<file path="src/rtl/ctrl_fsm_pkg.sv">
// Shared encodings for the multi-cycle control FSM: opcodes, functs, states, select codes.
// Latency: n/a (types and constants only).
// Backpressure: n/a.
package ctrl_pkg;

  // Primary opcodes
  localparam logic [5:0] OP_RTYPE = 6'h00;
  localparam logic [5:0] OP_J     = 6'h02;
  localparam logic [5:0] OP_JAL   = 6'h03;
  localparam logic [5:0] OP_BEQ   = 6'h04;
  localparam logic [5:0] OP_BNE   = 6'h05;
  localparam logic [5:0] OP_ADDI  = 6'h08;
  localparam logic [5:0] OP_ADDIU = 6'h09;
  localparam logic [5:0] OP_SLTI  = 6'h0A;
  localparam logic [5:0] OP_SLTIU = 6'h0B;
  localparam logic [5:0] OP_ANDI  = 6'h0C;
  localparam logic [5:0] OP_ORI   = 6'h0D;
  localparam logic [5:0] OP_XORI  = 6'h0E;
  localparam logic [5:0] OP_LUI   = 6'h0F;
  localparam logic [5:0] OP_LB    = 6'h20;
  localparam logic [5:0] OP_LH    = 6'h21;
  localparam logic [5:0] OP_LW    = 6'h23;
  localparam logic [5:0] OP_LBU   = 6'h24;
  localparam logic [5:0] OP_LHU   = 6'h25;
  localparam logic [5:0] OP_SB    = 6'h28;
  localparam logic [5:0] OP_SH    = 6'h29;
  localparam logic [5:0] OP_SW    = 6'h2B;

  // R-type function codes
  localparam logic [5:0] FN_SLL  = 6'h00;
  localparam logic [5:0] FN_SRL  = 6'h02;
  localparam logic [5:0] FN_SRA  = 6'h03;
  localparam logic [5:0] FN_JR   = 6'h08;
  localparam logic [5:0] FN_ADD  = 6'h20;
  localparam logic [5:0] FN_ADDU = 6'h21;
  localparam logic [5:0] FN_SUB  = 6'h22;
  localparam logic [5:0] FN_SUBU = 6'h23;
  localparam logic [5:0] FN_AND  = 6'h24;
  localparam logic [5:0] FN_OR   = 6'h25;
  localparam logic [5:0] FN_XOR  = 6'h26;
  localparam logic [5:0] FN_NOR  = 6'h27;
  localparam logic [5:0] FN_SLT  = 6'h2A;
  localparam logic [5:0] FN_SLTU = 6'h2B;

  // ALU operations
  localparam logic [3:0] ALU_ADD  = 4'h0;
  localparam logic [3:0] ALU_SUB  = 4'h1;
  localparam logic [3:0] ALU_AND  = 4'h2;
  localparam logic [3:0] ALU_OR   = 4'h3;
  localparam logic [3:0] ALU_XOR  = 4'h4;
  localparam logic [3:0] ALU_NOR  = 4'h5;
  localparam logic [3:0] ALU_SLL  = 4'h6;
  localparam logic [3:0] ALU_SRL  = 4'h7;
  localparam logic [3:0] ALU_SRA  = 4'h8;
  localparam logic [3:0] ALU_SLT  = 4'h9;
  localparam logic [3:0] ALU_SLTU = 4'hA;
  localparam logic [3:0] ALU_LUI  = 4'hB;

  // Next-PC select
  localparam logic [1:0] NPC_PC4 = 2'b00;
  localparam logic [1:0] NPC_BR  = 2'b01;
  localparam logic [1:0] NPC_JMP = 2'b10;
  localparam logic [1:0] NPC_JR  = 2'b11;

  // Register write-data select
  localparam logic [1:0] WD_ALU  = 2'b00;
  localparam logic [1:0] WD_MEM  = 2'b01;
  localparam logic [1:0] WD_LINK = 2'b10;
  localparam logic [1:0] WD_SLT  = 2'b11;

  // Destination register select
  localparam logic [1:0] RD_RT = 2'b00;
  localparam logic [1:0] RD_RD = 2'b01;
  localparam logic [1:0] RD_RA = 2'b10;

  // Memory access size: [1:0] size, [2] unsigned load
  localparam logic [7:0] WHB_W  = 8'h00;
  localparam logic [7:0] WHB_H  = 8'h01;
  localparam logic [7:0] WHB_B  = 8'h02;
  localparam logic [7:0] WHB_HU = 8'h05;
  localparam logic [7:0] WHB_BU = 8'h06;

  typedef enum logic [3:0] {
    FETCH, DCD, EXE, MA, MRD, MWB, MWR, AWB, BR, JMP
  } state_t;

  typedef enum logic [2:0] {
    CL_NOP, CL_RALU, CL_IALU, CL_LOAD, CL_STORE, CL_BRANCH, CL_JUMP
  } iclass_t;

  // Everything the FSM needs to know about the instruction in IR
  typedef struct packed {
    iclass_t    cls;
    logic [3:0] alu_op;
    logic       ext_op;
    logic       sel_a;
    logic       sel_b;
    logic [1:0] reg_dst;
    logic [7:0] whb;
    logic       is_bne;
    logic       is_jal;
    logic [1:0] jmp_npc;
  } dec_t;

  // Full control word driven towards the datapath
  typedef struct packed {
    logic [1:0] npc_op;
    logic       pc_wr;
    logic       ir_wr;
    logic       reg_wr;
    logic       mem_wr;
    logic [1:0] wd_sel;
    logic [1:0] reg_dst;
    logic       ext_op;
    logic       alu_sel_a;
    logic       alu_sel_b;
    logic [3:0] alu_op;
    logic [7:0] whb;
  } ctrl_t;

endpackage

</file>
<file path="src/rtl/ctrl_fsm_if.sv">
// Control bundle between the control FSM (master) and the datapath (slave).
// Latency: n/a (wires only).
// Backpressure: none; the datapath always accepts the control word.
interface ctrl_fsm_if;
  logic [31:0] Im;
  logic [2:0]  Zero;
  logic [1:0]  NPCOp;
  logic        PCWr;
  logic        IRWr;
  logic        RegWr;
  logic        MemWr;
  logic [1:0]  WDSel;
  logic [1:0]  RegDst;
  logic        ExtOp;
  logic        ALUSelA;
  logic        ALUSelB;
  logic [3:0]  ALUOp;
  logic [7:0]  whb;

  modport master (
    input  Im, Zero,
    output NPCOp, PCWr, IRWr, RegWr, MemWr, WDSel, RegDst,
           ExtOp, ALUSelA, ALUSelB, ALUOp, whb
  );

  modport slave (
    output Im, Zero,
    input  NPCOp, PCWr, IRWr, RegWr, MemWr, WDSel, RegDst,
           ExtOp, ALUSelA, ALUSelB, ALUOp, whb
  );
endinterface

</file>
<file path="src/rtl/ctrl_fsm_decode.sv">
// Combinational instruction decoder: IR word -> class, ALU op, extension, destination, access size.
// Latency: 0 cycles (pure combinational).
// Backpressure: none.
module instr_decode
  import ctrl_pkg::*;
(
  input  logic [31:0] im,
  output dec_t        dec
);

  logic [5:0] op;
  logic [5:0] fn;
  logic       unused_bits;

  assign op = im[31:26];
  assign fn = im[5:0];
  // Register fields and immediate are consumed by the datapath, not by control
  assign unused_bits = ^im[25:6];

  // Map opcode/funct to class and per-instruction controls; unknown encodings become NOPs
  always_comb begin
    dec         = '0;
    dec.cls     = CL_NOP;
    dec.alu_op  = ALU_ADD;
    dec.reg_dst = RD_RT;
    dec.jmp_npc = NPC_JMP;
    case (op)
      OP_RTYPE: begin
        dec.cls     = CL_RALU;
        dec.reg_dst = RD_RD;
        case (fn)
          FN_SLL:          begin dec.alu_op = ALU_SLL; dec.sel_a = 1'b1; dec.sel_b = 1'b1; end
          FN_SRL:          begin dec.alu_op = ALU_SRL; dec.sel_a = 1'b1; dec.sel_b = 1'b1; end
          FN_SRA:          begin dec.alu_op = ALU_SRA; dec.sel_a = 1'b1; dec.sel_b = 1'b1; end
          FN_ADD, FN_ADDU: dec.alu_op = ALU_ADD;
          FN_SUB, FN_SUBU: dec.alu_op = ALU_SUB;
          FN_AND:          dec.alu_op = ALU_AND;
          FN_OR:           dec.alu_op = ALU_OR;
          FN_XOR:          dec.alu_op = ALU_XOR;
          FN_NOR:          dec.alu_op = ALU_NOR;
          FN_SLT:          dec.alu_op = ALU_SLT;
          FN_SLTU:         dec.alu_op = ALU_SLTU;
          FN_JR: begin
            dec.cls     = CL_JUMP;
            dec.reg_dst = RD_RT;
            dec.jmp_npc = NPC_JR;
          end
          default: begin
            dec.cls     = CL_NOP;
            dec.reg_dst = RD_RT;
          end
        endcase
      end
      OP_ADDI, OP_ADDIU, OP_SLTI, OP_SLTIU, OP_ANDI, OP_ORI, OP_XORI, OP_LUI: begin
        dec.cls    = CL_IALU;
        dec.sel_b  = 1'b1;
        // Logical immediates are zero-extended, everything else sign-extends
        dec.ext_op = !(op == OP_ANDI || op == OP_ORI || op == OP_XORI);
        case (op)
          OP_SLTI:  dec.alu_op = ALU_SLT;
          OP_SLTIU: dec.alu_op = ALU_SLTU;
          OP_ANDI:  dec.alu_op = ALU_AND;
          OP_ORI:   dec.alu_op = ALU_OR;
          OP_XORI:  dec.alu_op = ALU_XOR;
          OP_LUI:   dec.alu_op = ALU_LUI;
          default:  dec.alu_op = ALU_ADD;
        endcase
      end
      OP_LW:  begin dec.cls = CL_LOAD;  dec.whb = WHB_W;  end
      OP_LH:  begin dec.cls = CL_LOAD;  dec.whb = WHB_H;  end
      OP_LHU: begin dec.cls = CL_LOAD;  dec.whb = WHB_HU; end
      OP_LB:  begin dec.cls = CL_LOAD;  dec.whb = WHB_B;  end
      OP_LBU: begin dec.cls = CL_LOAD;  dec.whb = WHB_BU; end
      OP_SW:  begin dec.cls = CL_STORE; dec.whb = WHB_W;  end
      OP_SH:  begin dec.cls = CL_STORE; dec.whb = WHB_H;  end
      OP_SB:  begin dec.cls = CL_STORE; dec.whb = WHB_B;  end
      OP_BEQ: begin dec.cls = CL_BRANCH; dec.alu_op = ALU_SUB; end
      OP_BNE: begin dec.cls = CL_BRANCH; dec.alu_op = ALU_SUB; dec.is_bne = 1'b1; end
      OP_J:   dec.cls = CL_JUMP;
      OP_JAL: begin dec.cls = CL_JUMP; dec.is_jal = 1'b1; dec.reg_dst = RD_RA; end
      default: dec.cls = CL_NOP;
    endcase
  end

endmodule

</file>
<file path="src/rtl/ctrl_fsm.sv">
// Multi-cycle control FSM: sequences FETCH/DCD/execute states and drives datapath enables and selects.
// Latency: 2-5 cycles per instruction (NOP 2, branch/jump 3, ALU/store 4, load 5).
// Backpressure: none; advances every cycle, synchronous active-low reset aborts and returns to FETCH.
module ctrl_fsm
  import ctrl_pkg::*;
(
  input  logic          clk,
  input  logic          reset,
  ctrl_fsm_if.master    bus
);

  dec_t   dec;
  state_t state;
  ctrl_t  out_q;
  ctrl_t  out_c;
  logic   br_take;
  logic   unused_zero;

  instr_decode u_decode (
    .im  (bus.Im),
    .dec (dec)
  );

  function automatic state_t next_state(input state_t s, input dec_t d);
    state_t n;
    n = FETCH;
    case (s)
      FETCH: n = DCD;
      DCD: begin
        case (d.cls)
          CL_RALU, CL_IALU:  n = EXE;
          CL_LOAD, CL_STORE: n = MA;
          CL_BRANCH:         n = BR;
          CL_JUMP:           n = JMP;
          default:           n = FETCH;
        endcase
      end
      EXE:     n = AWB;
      MA:      n = (d.cls == CL_STORE) ? MWR : MRD;
      MRD:     n = MWB;
      default: n = FETCH;
    endcase
    return n;
  endfunction

  // Control word for a state; branch PCWr is resolved separately from Zero
  function automatic ctrl_t state_outs(input state_t s, input dec_t d);
    ctrl_t o;
    o = '0;
    case (s)
      FETCH: begin
        o.pc_wr  = 1'b1;
        o.ir_wr  = 1'b1;
        o.npc_op = NPC_PC4;
      end
      EXE, AWB: begin
        o.alu_op    = d.alu_op;
        o.ext_op    = d.ext_op;
        o.alu_sel_a = d.sel_a;
        o.alu_sel_b = d.sel_b;
        if (s == AWB) begin
          o.reg_wr  = 1'b1;
          o.wd_sel  = WD_ALU;
          o.reg_dst = d.reg_dst;
        end
      end
      MA: begin
        o.alu_op    = ALU_ADD;
        o.alu_sel_b = 1'b1;
        o.ext_op    = 1'b1;
      end
      MWR: begin
        o.mem_wr = 1'b1;
        o.whb    = d.whb;
      end
      MRD: o.whb = d.whb;
      MWB: begin
        o.reg_wr  = 1'b1;
        o.wd_sel  = WD_MEM;
        o.reg_dst = RD_RT;
        o.whb     = d.whb;
      end
      BR: begin
        o.alu_op = ALU_SUB;
        o.npc_op = NPC_BR;
      end
      JMP: begin
        o.pc_wr  = 1'b1;
        o.npc_op = d.jmp_npc;
        if (d.is_jal) begin
          o.reg_wr  = 1'b1;
          o.reg_dst = RD_RA;
          o.wd_sel  = WD_LINK;
        end
      end
      default: o = '0;
    endcase
    return o;
  endfunction

  // State register with look-ahead registered outputs; IR is stable from DCD to the end of the instruction
  always_ff @(posedge clk) begin
    if (!reset) begin
      state <= FETCH;
      out_q <= state_outs(FETCH, dec);
    end else begin
      state <= next_state(state, dec);
      out_q <= state_outs(next_state(state, dec), dec);
    end
  end

  // Branch decision uses this cycle's flags, so it bypasses the output register
  assign br_take     = (state == BR) && (dec.is_bne ? !bus.Zero[0] : bus.Zero[0]);
  assign unused_zero = ^bus.Zero[2:1];

  // Merge branch PCWr and silence every output while reset is held low
  always_comb begin
    out_c       = out_q;
    out_c.pc_wr = out_q.pc_wr | br_take;
    if (!reset) out_c = '0;
  end

  assign bus.NPCOp   = out_c.npc_op;
  assign bus.PCWr    = out_c.pc_wr;
  assign bus.IRWr    = out_c.ir_wr;
  assign bus.RegWr   = out_c.reg_wr;
  assign bus.MemWr   = out_c.mem_wr;
  assign bus.WDSel   = out_c.wd_sel;
  assign bus.RegDst  = out_c.reg_dst;
  assign bus.ExtOp   = out_c.ext_op;
  assign bus.ALUSelA = out_c.alu_sel_a;
  assign bus.ALUSelB = out_c.alu_sel_b;
  assign bus.ALUOp   = out_c.alu_op;
  assign bus.whb     = out_c.whb;

endmodule

</file>
<file path="src/flat_wrapper.sv">
// flat-port wrapper written by rule: the top's interface ports become plain ports
module ctrl_fsm_flat import ctrl_pkg::*;
  (clk, reset, bus_Im, bus_Zero, bus_NPCOp, bus_PCWr, bus_IRWr, bus_RegWr, bus_MemWr, bus_WDSel, bus_RegDst, bus_ExtOp, bus_ALUSelA, bus_ALUSelB, bus_ALUOp, bus_whb);
  ctrl_fsm_if bus_i ();
  input  logic clk;
  input  logic reset;
  input wire logic [$bits(bus_i.Im)-1:0] bus_Im;
  input wire logic [$bits(bus_i.Zero)-1:0] bus_Zero;
  output wire logic [$bits(bus_i.NPCOp)-1:0] bus_NPCOp;
  output wire logic [$bits(bus_i.PCWr)-1:0] bus_PCWr;
  output wire logic [$bits(bus_i.IRWr)-1:0] bus_IRWr;
  output wire logic [$bits(bus_i.RegWr)-1:0] bus_RegWr;
  output wire logic [$bits(bus_i.MemWr)-1:0] bus_MemWr;
  output wire logic [$bits(bus_i.WDSel)-1:0] bus_WDSel;
  output wire logic [$bits(bus_i.RegDst)-1:0] bus_RegDst;
  output wire logic [$bits(bus_i.ExtOp)-1:0] bus_ExtOp;
  output wire logic [$bits(bus_i.ALUSelA)-1:0] bus_ALUSelA;
  output wire logic [$bits(bus_i.ALUSelB)-1:0] bus_ALUSelB;
  output wire logic [$bits(bus_i.ALUOp)-1:0] bus_ALUOp;
  output wire logic [$bits(bus_i.whb)-1:0] bus_whb;
  assign bus_i.Im = bus_Im;
  assign bus_i.Zero = bus_Zero;
  assign bus_NPCOp = bus_i.NPCOp;
  assign bus_PCWr = bus_i.PCWr;
  assign bus_IRWr = bus_i.IRWr;
  assign bus_RegWr = bus_i.RegWr;
  assign bus_MemWr = bus_i.MemWr;
  assign bus_WDSel = bus_i.WDSel;
  assign bus_RegDst = bus_i.RegDst;
  assign bus_ExtOp = bus_i.ExtOp;
  assign bus_ALUSelA = bus_i.ALUSelA;
  assign bus_ALUSelB = bus_i.ALUSelB;
  assign bus_ALUOp = bus_i.ALUOp;
  assign bus_whb = bus_i.whb;
  ctrl_fsm u_core (.clk(clk), .reset(reset), .bus(bus_i));
endmodule
</file>
<file path="config.mk">
export PLATFORM = sky130hd
export DESIGN_NAME = ctrl_fsm_flat
export DESIGN_NICKNAME = d
export VERILOG_FILES = /design/src/rtl/ctrl_fsm_pkg.sv /design/src/rtl/ctrl_fsm_if.sv /design/src/rtl/ctrl_fsm_decode.sv /design/src/rtl/ctrl_fsm.sv /design/src/flat_wrapper.sv
export SDC_FILE = /design/constraint.sdc
export NUM_CORES = 1
export LEC_CHECK = 0
export CORE_UTILIZATION = 34
export CTS_CLUSTER_DIAMETER = 50
export DETAILED_ROUTE_END_ITERATION = 7
export PLACE_DENSITY = 0.74
export SYNTH_ARGS = -nofsm -noshare
export SYNTH_HDL_FRONTEND = slang
export SYNTH_SLANG_ARGS = --single-unit
</file>
<file path="constraint.sdc">
create_clock -name clk -period 2.1 [get_ports clk]
set_input_delay 0.315 -clock clk [delete_from_list [all_inputs] [get_ports clk]]
set_output_delay 0.315 -clock clk [all_outputs]
set_load 0.01 [all_outputs]
</file>
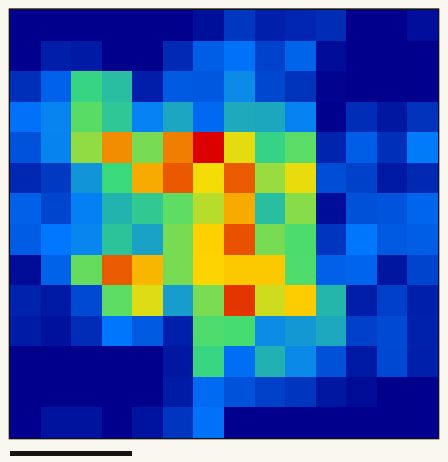
Figure 1: run 1, signal metal coverage by tile.
The bar under the picture is 20 µm long. The die is cut into 14 by 14 equal tiles; dark blue is low, red is high, scaled to the fullest tile. Values are wire area over tile area, all layers added.
densest ninth of the die	center
mean over tiles	0.13
tiles over half the peak	20%
Total Wirelength: 3.99 mm
routed vias: 1,687
All-Layer GR Usage: 17.1%
WL/cell: 12.3 µm

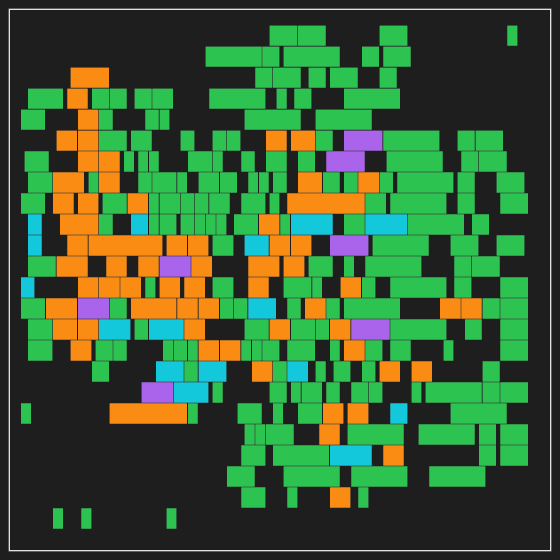
Figure 2: run 1, cells by drive strength.
color	size	cells	share
purple	x6 and larger	7	2.6%
orange	x3 and x4	63	23%
cyan	x2	16	5.9%
green	x1 and smaller	186	68%
Signal buffers: 87
final worst slack: 0.0810 ns
Design Area, Final: 0.00240 mm²

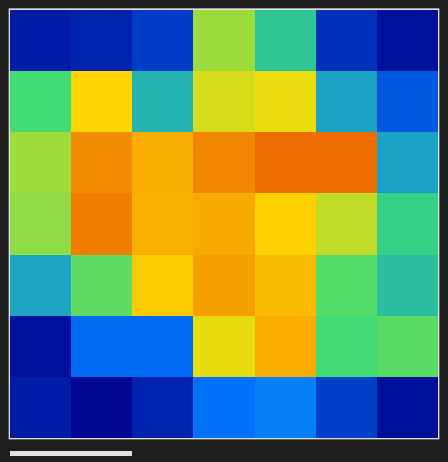
Figure 3: run 1, local utilization.
The bar under the picture is 20 µm long. The die is cut into 7 by 7 equal tiles; dark blue is low, red is high, 0 to 100% covered.
nearly empty tiles	2.0%
emptiest ninth of the die	lower left
densest ninth of the die	center
fullest tile	88%
mean over tiles	48%
fp_density: 35.8%
Final Core Density: 54.8%

==> out/results.tsv, run 1 <==
stage	metric	value	unit
outcome	status	finished, final reports clean	
pwr	combinational power	0.301	mW
clock_tree	CTS resizes	39	
yosys	distinct lib cells	59	
floorplanning	Tap Cells	52	
yosys	top cells by area	dfxtp_1 31%, and2_1 8.4%, a21oi_1 3.8%	
place	IO Port Bufs	34	
global_routing	GR met1 Demand/Resource	21.1	%
yosys	Post-synth EDFFs	0	
layout	Largest register FFs	20	
worst_setup_path	Worst R2R Start	u_core.state[3]$_SDFF_PN0_	
drt	drt first pass iters	4	
layout	NonClk Buf Share	30.2	%
yosys	register share after synthesis	30.6	%
layout	area delta synth->final	53.1	%
yosys	dominant register cell	dfxtp_1	
worst_setup_path	RR Endpoint	u_core.out_q[18]$_SDFF_PN0_	
layout	Comb area share	43.1	%
clock_tree	Hold-fix buffers, CTS	0	
yosys	Synth flops	24	
place	RePlAce Congestion	0.946	
run	OpenROAD warnings	49	
layout	Final Non-Filler Cells	324	
clock_tree	CTS H-tree lvls	1	
place	Placement Cell Area	0.00223	mm²
worst_setup_path	critical path arrival	2.18	ns
worst_setup_path	CP endpoint	u_core.out_q[2]$_SDFF_PN0_	
global_routing	pin count of the biggest net entering global routing	15	
worst_setup_path	max incr delay on CP	0.50	ns
layout	Layout Nets	310	
yosys	synthesized area per cell	8.05	µm²
global_routing	met3 usage	1.44	%
clock_tree	CTS Buf Count	3	
pwr	switch share	27.1	%
floorplanning	Die ar.	0.00489	mm²
pwr	Pwr top	sequential cells	
drt	Starting DRT DRC Count	74	
pwr	P_seq	0.473	mW
timing	Final Cycle Share	96.1	%
worst_setup_path	Crit-path slowest cell	or4_4	
yosys	XOR Share, Synth	0.558	%
worst_hold_path	Cells on Worst Hold Path	4	
place	DPL Wire Length	3.10	mm
worst_setup_path	Reg2Reg Depth	5	
layout	Top cells excl fill/tap	50 x buf_4, 24 x dfxtp_1, 21 x and2_1, 21 x clkdlybuf4s50_1, 14 x nor2_1	
clock_tree	Worst-Skew Late Latency	0.26	ns
yosys	post-synthesis cell type with the largest combined area	dfxtp_1	
layout	Gate Area	0.00103	mm²
layout	layout cells sized above 1	31.6	%
global_routing	most crowded layer after global routing	met2	
timing	Tmin final	2.02	ns
pwr	leakage power	1.03	nW
yosys	fa+ha+maj area frac	0	%
drt	Via-to-Cell Ratio	5.21	
worst_setup_path	Worst setup startpoint	bus_Im[31]	
clock_tree	Post-CTS Setup Inserts	5	
pwr	combinational share of power	28.0	%
global_routing	GRT Residual Overflow	0	
worst_setup_path	Critical path buffers and inverters	1	
floorplanning	Std-Cell Rows	24	
pwr	PwrDens	447	mW/mm²
==> run 2, diff against run 1 <==
--- a/config.mk
+++ b/config.mk
@@ -5,6 +5,7 @@
 export SDC_FILE = /design/constraint.sdc
 export NUM_CORES = 1
 export LEC_CHECK = 0
+export CORE_MARGIN = 2
 export CORE_UTILIZATION = 34
 export CTS_CLUSTER_DIAMETER = 50
 export DETAILED_ROUTE_END_ITERATION = 7
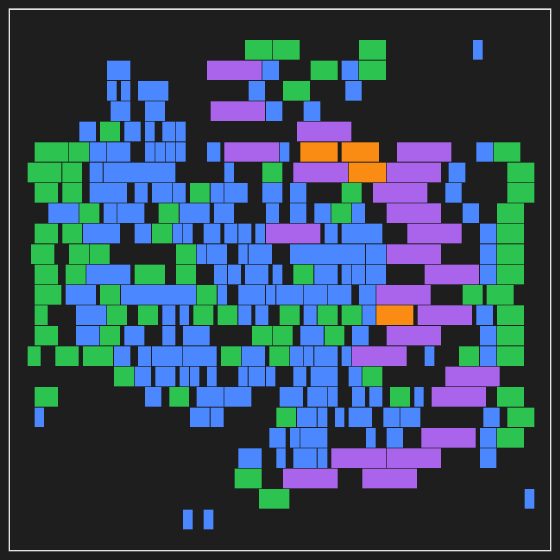
Figure 4: run 2, placed cells, one color a class.
color	class	cells	share of their area
purple	registers	24	21%
orange	clock drivers and dummy loads	4	2.4%
green	remaining buffers and delay cells	76	29%
blue	remaining logic cells	157	47%

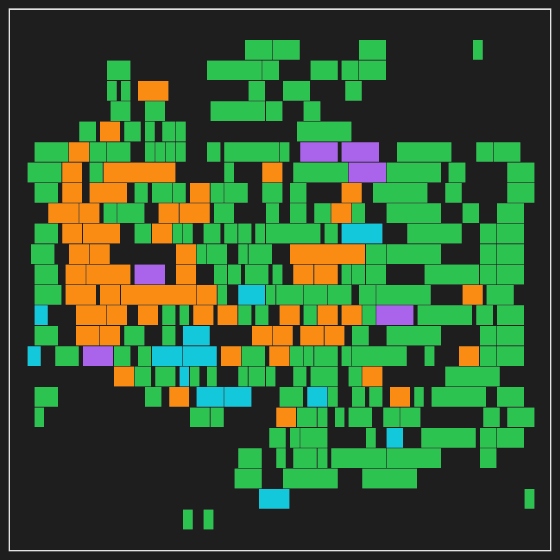
Figure 5: run 2, cells by drive strength.
color	size	cells	share
cyan	x2	13	5.0%
purple	x6 and larger	6	2.3%
green	x1 and smaller	188	72%
orange	x3 and x4	54	21%
Design Area, Final: 0.00232 mm²
final worst slack: 0.0747 ns
Signal buffers: 76
area delta synth->final: 47.5%

==> out/results.tsv, run 2 <==
stage	metric	value	unit
outcome	status	finished, final reports clean	
drt	routed vias	1664	
clock_tree	Post-CTS Setup Inserts	6	
global_routing	initial antenna violation count	0	
layout	Biggest Area Class	logic gates	
timing	Final Cycle Share	96.4	%
yosys	number of cells in Yosys stat	195	
yosys	Area leader share	30.6	%
worst_setup_path	Reg2Reg Depth	4	
pwr	leakage power	0.973	nW
pwr	P_seq	0.478	mW
pwr	NetSw	0.281	mW
worst_setup_path	Worst setup startpoint	bus_Im[31]	
layout	NonClk Buf Share	28.1	%
layout	Final Non-Filler Cells	313	
pwr	VDD IR max	0.000252	V
worst_setup_path	CP endpoint	u_core.out_q[2]$_SDFF_PN0_	
floorplanning	Die ar.	0.00518	mm²
worst_setup_path	Crit. path cell count	9	
global_routing	All-Layer GR Usage	16.1	%
clock_tree	clock slew at reported path FFs	0.07	ns
drt	Via-to-Cell Ratio	5.32	
worst_setup_path	CP Capture Type	flip-flop	
clock_tree	Worst-Skew Late Latency	0.26	ns
timing	hold_ws	0.490	ns
timing	final slew viol count	0	
drt	drt first pass iters	4	
layout	CLK BUF	4	
worst_setup_path	Crit path top cell by count	or2_4	
layout	Gate Area	0.00102	mm²
drt	Total Wirelength	4.03	mm
layout	top flop regs	u_core.out_q (20), u_core.state (4)	
drt	WL/cell	12.9	µm
yosys	distinct lib cells	59	
layout	Comb area share	44.2	%
yosys	synth cell count leaders	24 x dfxtp_1, 21 x and2_1, 15 x nor2_1	
global_routing	most crowded layer after global routing	met2	
yosys	fa+ha+maj area frac	0	%
pwr	combinational share of power	26.8	%
global_routing	global-route wire length before repair	6.65	mm
drt	Starting DRT DRC Count	93	
pwr	Pwr top	sequential cells	
layout	Flops	24	
yosys	top cells by area	dfxtp_1 31%, and2_1 8.4%, a21oi_1 3.8%	
drt	M1 wire length	1.77	mm
yosys	Ys Warns	0	
worst_setup_path	Critical path buffers and inverters	3	
yosys	Post-synth EDFFs	0	
worst_setup_path	Worst R2R Start	u_core.state[3]$_SDFF_PN0_	
pwr	Tot Pwr	1.06	mW
layout	Largest register FFs	20	
layout	Seq area share	20.7	%
place	RePlAce Congestion	0.884	
layout	dominant logic cell type in the layout	buf_4	
worst_setup_path	RR Endpoint	u_core.out_q[18]$_SDFF_PN0_	
timing	setup TNS	0	ns
yosys	chip area line of the yosys report	0.00157	mm²
worst_setup_path	CP startpoint kind	input port	
yosys	most numerous cell in the Yosys netlist	dfxtp_1	
global_routing	vias in the first global route	1518	
drt	DRC	0	
timing	final clock skew	0.00196	ns
yosys	post-synthesis cell type with the largest combined area	dfxtp_1	
run	Max-cap violations	0	
global_routing	met3 usage	2.22	%
global_routing	pin count of the biggest net entering global routing	15	
layout	Multi-In Gates	146	
layout	# fillers	441	
run	OpenROAD warnings	50	
worst_setup_path	max incr delay on CP	0.29	ns
yosys	register share after synthesis	30.6	%
place	IO Port Bufs	34	
yosys	dominant register cell	dfxtp_1	
yosys	Synth flops	24	
place	dpl cells	302	
yosys	Cell Area, Synth	0.00157	mm²
place	Placement Cell Area	0.00214	mm²
clock_tree	Max Root-Sink Buffers	2	
worst_hold_path	Hold Path Sink	u_core.out_q[11]$_SDFF_PN0_	
floorplanning	Tap Cells	52	
worst_hold_path	Tightest Hold Check Type	input port to flip-flop	
layout	Logic inverters	11	
yosys	Mux area share	1.35	%
worst_setup_path	critical path arrival	2.19	ns
yosys	XOR Share, Synth	0.558	%
clock_tree	clock tree sinks	24	
drt	post-route ant nets	0	
clock_tree	CTS H-tree lvls	1	
floorplanning	fp_density	35.6	%
timing	Tmin final	2.03	ns
layout	Top cells excl fill/tap	40 x buf_4, 24 x dfxtp_1, 21 x and2_1, 21 x clkdlybuf4s50_1, 14 x nor2_1	
pwr	switch share	26.7	%
worst_setup_path	internal reg-to-reg setup slack	0.21	ns
timing	fmax	494	MHz
floorplanning	Std-Cell Rows	24	
layout	# diodes	0	
clock_tree	Hold-fix buffers, CTS	0	
global_routing	GRT Residual Overflow	0	
timing	RSZ-0062 raised after global routing	yes	
layout	Final Core Density	52.5	%
pwr	PwrDens	456	mW/mm²
yosys	Synth Instances	195	
pwr	Clock Power Share	28.0	%
clock_tree	CTS resizes	35	
pwr	combinational power	0.283	mW
yosys	synthesized area per cell	8.05	µm²
yosys	aoi share	24.1	%
yosys	Post-Synth Simple-Gate Area	33.0	%
global_routing	GR met1 Demand/Resource	20.5	%
layout	largest reg by FF count	u_core.out_q	
layout	Layout Nets	299	
worst_setup_path	critical path's top delay family	simple AND/OR/NAND/NOR gates	
place	DPL Wire Length	3.00	mm
floorplanning	core area	0.00441	mm²
worst_setup_path	Crit-path slowest cell	a2111oi_4	
layout	layout cells sized above 1	28.0	%
worst_hold_path	Cells on Worst Hold Path	5	
clock_tree	CTS Buf Count	3	
==> run 3, diff against run 2 <==
--- a/config.mk
+++ b/config.mk
@@ -6,10 +6,10 @@
 export NUM_CORES = 1
 export LEC_CHECK = 0
 export CORE_MARGIN = 2
-export CORE_UTILIZATION = 34
+export CORE_UTILIZATION = 39
 export CTS_CLUSTER_DIAMETER = 50
 export DETAILED_ROUTE_END_ITERATION = 7
-export PLACE_DENSITY = 0.74
+export PLACE_DENSITY = 0.82
 export SYNTH_ARGS = -nofsm -noshare
 export SYNTH_HDL_FRONTEND = slang
 export SYNTH_SLANG_ARGS = --single-unit
==> out/results.tsv, run 3 <==
stage	metric	value	unit
outcome	status	finished, final reports clean	
yosys	dominant register cell	dfxtp_1	
yosys	synth cell count leaders	24 x dfxtp_1, 21 x and2_1, 15 x nor2_1	
global_routing	vias in the first global route	1404	
timing	final worst slack	0.0379	ns
clock_tree	clock slew at reported path FFs	0.07	ns
yosys	register share after synthesis	30.6	%
timing	RSZ-0062 raised after global routing	yes	
run	OpenROAD warnings	50	
clock_tree	Hold-fix buffers, CTS	0	
timing	final clock skew	0.000997	ns
worst_setup_path	max incr delay on CP	0.35	ns
layout	largest reg by FF count	u_core.out_q	
worst_setup_path	critical path arrival	2.22	ns
worst_setup_path	internal reg-to-reg setup slack	0.33	ns
worst_setup_path	Worst setup startpoint	bus_Im[28]	
global_routing	met3 usage	1.50	%
layout	dominant logic cell type in the layout	buf_4	
clock_tree	Worst-Skew Late Latency	0.26	ns
floorplanning	Tap Cells	50	
yosys	XOR Share, Synth	0.558	%
worst_setup_path	Crit. path cell count	8	
drt	post-route ant nets	0	
layout	layout cells sized above 1	28.1	%
global_routing	most crowded layer after global routing	met2	
pwr	Pwr top	sequential cells	
layout	Layout Nets	301	
worst_hold_path	Cells on Worst Hold Path	3	
global_routing	GRT Residual Overflow	0	
layout	Gate Area	0.00102	mm²
layout	Comb area share	43.8	%
pwr	Clock Power Share	28.0	%
clock_tree	Post-CTS Setup Inserts	4	
pwr	combinational share of power	26.7	%
worst_setup_path	Reg2Reg Depth	4	
worst_hold_path	Tightest Hold Check Type	input port to flip-flop	
layout	NonClk Buf Share	28.7	%
timing	final slew viol count	0	
clock_tree	CTS resizes	36	
timing	fmax	485	MHz
layout	Final Non-Filler Cells	313	
layout	Top cells excl fill/tap	41 x buf_4, 24 x dfxtp_1, 21 x and2_1, 20 x clkdlybuf4s50_1, 14 x nor2_1	
layout	top flop regs	u_core.out_q (20), u_core.state (4)	
place	DPL Wire Length	3.04	mm
global_routing	initial antenna violation count	0	
worst_setup_path	RR Endpoint	u_core.out_q[18]$_SDFF_PN0_	
yosys	Post-Synth Simple-Gate Area	33.0	%
layout	area delta synth->final	48.0	%
worst_setup_path	critical path's top delay family	AND-OR/OR-AND gates	
worst_setup_path	Critical path buffers and inverters	2	
clock_tree	CTS H-tree lvls	1	
drt	Starting DRT DRC Count	41	
yosys	Area leader share	30.6	%
pwr	leakage power	0.973	nW
yosys	aoi share	24.1	%
pwr	switch share	26.7	%
layout	# diodes	0	
timing	Tmin final	2.06	ns
pwr	NetSw	0.281	mW
yosys	Synth Instances	195	
place	RePlAce Congestion	0.939	
layout	Logic inverters	11	
yosys	Synth flops	24	
clock_tree	Max Root-Sink Buffers	2	
layout	Signal buffers	78	
layout	Multi-In Gates	146	
layout	Flops	24	
place	dpl cells	305	
pwr	VDD IR max	0.000208	V
global_routing	All-Layer GR Usage	18.1	%
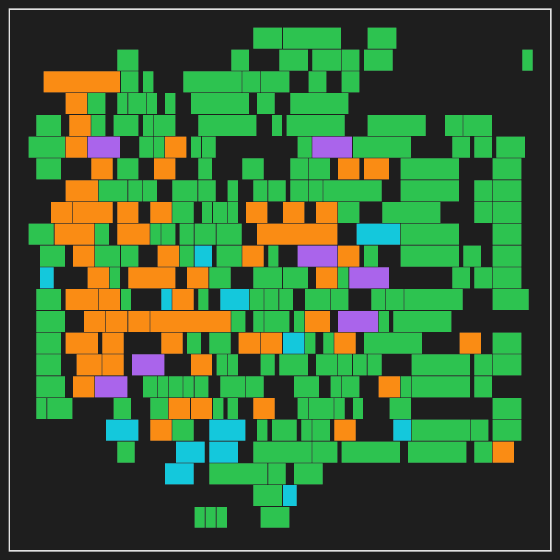
Figure 6: run 3, cells by drive strength.
color	size	cells	share
purple	x6 and larger	7	2.7%
orange	x3 and x4	54	21%
cyan	x2	13	4.9%
green	x1 and smaller	189	72%

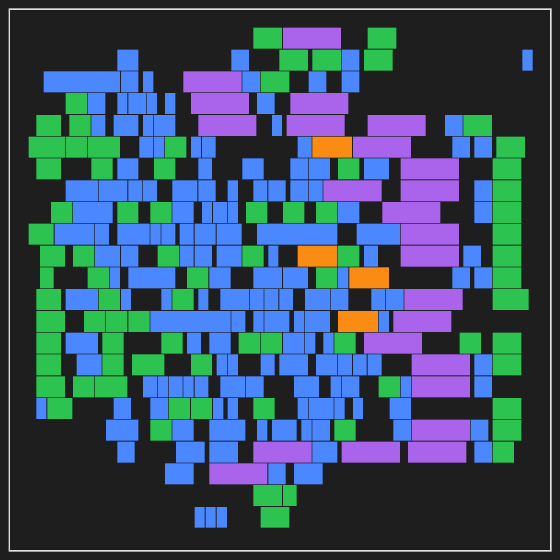
Figure 7: run 3, placed cells, one color a class.
color	class	cells	share of their area
purple	registers	24	21%
green	remaining buffers and delay cells	78	29%
orange	clock drivers and dummy loads	4	2.4%
blue	remaining logic cells	157	47%
core area: 0.00394 mm²
Seq area share: 20.7%
Std-Cell Rows: 23
Design Area, Final: 0.00232 mm²
Final Core Density: 59.0%

No activity file was given, so power comes from the tool's default toggle rates.
